M2 wires:
Drawn at 4 px/um. Cells faint in the background.
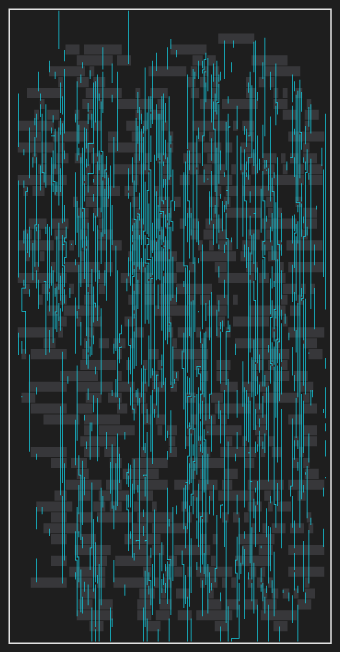
Clock network drawn from the DEF:
Drawn at 4 px/um.
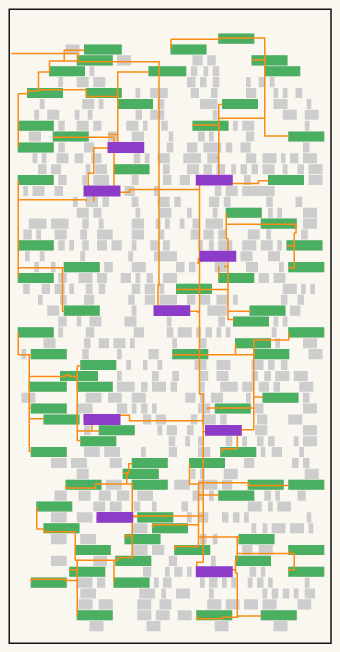
==> config.mk <==
export PLATFORM = sky130hd
export DESIGN_NAME = ps2_mouse_device
export DESIGN_NICKNAME = d
export VERILOG_FILES = /design/src/rtl/ps2_mouse_device.sv
export SDC_FILE = /design/constraint.sdc
export NUM_CORES = 1
export LEC_CHECK = 0
export CELL_PAD_IN_SITES_DETAIL_PLACEMENT = 1
export CELL_PAD_IN_SITES_GLOBAL_PLACEMENT = 1
export CORE_ASPECT_RATIO = 2
export CORE_UTILIZATION = 35
export DETAILED_ROUTE_END_ITERATION = 12
export PLACE_DENSITY_LB_ADDON = 0.1
export SYNTH_ARGS = -nofsm -noshare
export SYNTH_HDL_FRONTEND = slang
export SYNTH_SLANG_ARGS = --single-unit
==> constraint.sdc <==
create_clock -name clk_i -period 2.7 [get_ports clk_i]
set_input_delay 0.27 -clock clk_i [delete_from_list [all_inputs] [get_ports clk_i]]
set_output_delay 0.27 -clock clk_i [all_outputs]
set_load 0.02 [all_outputs]
==> impl_metrics.yaml <==
# flow metrics
setup_path:
  end_kind: "flop"
  crit_fanout: 9
  regToRegSetupSlack_ps: 150
  required_ps: 2910
logic_synthesis:
  seq_area_frac_synth: 0.447
  largest_area_cell: "dfrtp_1"
  ys_cells: 458
  ys.flops: 76
  postSynthAreaPerCell_um2: 9.31
  topCellsByArea: "dfrtp_1, nand2_1, mux2_2"
  top_cell_area_share: 0.422
  ys.flop_type: "dfrtp_1"
  edf_count: 0
drt:
  ant_nets: 0
  wirelength_um: 12100
  post_drt_wl_per_cell_um: 18.4
  met1Wirelength_um: 4370
  drt_iter0_drc: 90
  top_layer: "met4"
job:
  maxCapViolations: 0
outcome:
  outcome: "finished, final reports clean"
final_timing:
  period_needed_ps: 2550
  rsz0062_at_grt: "no"
  fmax_ghz: 0.392
  setup_tns_ps: 0
clock_tree:
  cts_resized: 0
  numCtsBuffers: 9
  numClockSinks: 76
  path_clk_slew_ps: 70
floorplanning:
  core-area_um2: 11800
  die_h_um: 158
  die_width_um: 80.1
cells_and_area:
  drive_gt1_frac: 0.148
  layout_top_cell: "dfrtp_1"
  stdcell_count: 660
global_route:
  overflow: 0
power_and_ir_drop:
  peakVddDrop_v: 0.000360
  leakagePower_nw: 2.32
  power.density_nw_per_um2: 780
min_path:
  hp-class: "in -> async"
place:
  gp_congestion: 0.851
  numPlacedInstances: 644
  pre_cts_slack_ps: 163
  io_buffers: 39
About 'M2 wires':
wire length on this layer	7060 um
nets with wire on the layer	477
main direction	vertical
longest straight run	81.3 um
routing usage on met2: 0.416
via count: 3556

About 'clock network drawn from the DEF':
[green] flip-flops | count: 76
[purple] cells driving clock nets | count: 9
[orange] clock wires | length: 1140 um
routed clock nets	10
flops lie	spread over the die
Clock power frac: 0.285
Clk Latency, worst-skew pair: 350 ps
Setup Skew: 10.4 ps

[critical path: stages (launching register included)]
cell and delay (ps):
dfrtp_1 430, or3_1 380, or4_4 620, ha_1 240, a31oi_1 140, o21ai_0 90, nand2_1 80, o2111ai_1 140
o21ai_0 190, o21ai_0 100
[Yosys cell counts, drive strengths merged (2+ instances only)]
library cell and count:
dfrtp 72, nand2 67, nor2 41, o21ai 29, a21oi 25, nand3 25
mux2 19, clkbuf 16, xnor2 15, inv 14, xor2 14, mux2i 12
nor3 11, ha 9, nand4 9, nand2b 6, nor2b 6, buf 4
dfstp 4, o31ai 4, a21o 3, a22oi 3, a2bb2oi 3, a31oi 3
and3 3, o2bb2ai 3, or2 3, or4 3, a221o 2, a221oi 2
nor3b 2, nor4 2, o22ai 2, or3 2
[cell type report]
type                       count  area [um^2]  share of cell area
timing repair buffer          61          553               0.106
tap                          145          181              0.0348
multi-input combinational    347         2220               0.427
clock inverter                 6         47.5             0.00913
sequential                    76         1910               0.366
inverter                      15         56.3              0.0108
clock buffer                  10          239              0.0459
[cells by family (layout without fill, tap and decap cells)]
group	after synthesis	in the layout	share of synthesized area
adder cells (fa/ha/maj)	9	9	0.0264
AND-OR/OR-AND	91	91	0.137
buffers and inverters	35	92	0.0334
AND/OR/NAND/NOR	186	186	0.213
flip-flops	76	76	0.447
multiplexers	31	31	0.0783
XOR/XNOR	30	30	0.0648
[power by group]
group / total (mW) / switching, mW / leakage [nW] / internal (mW)
Combinational: 1.51 / 0.847 / 1.18 / 0.666
Sequential: 1.39 / 0.158 / 1.00 / 1.23
Clock: 1.16 / 0.504 / 0.139 / 0.655
Total: 4.06 / 1.51 / 2.32 / 2.55
Power figures rest on the tool's default switching activity, not on a simulated workload.
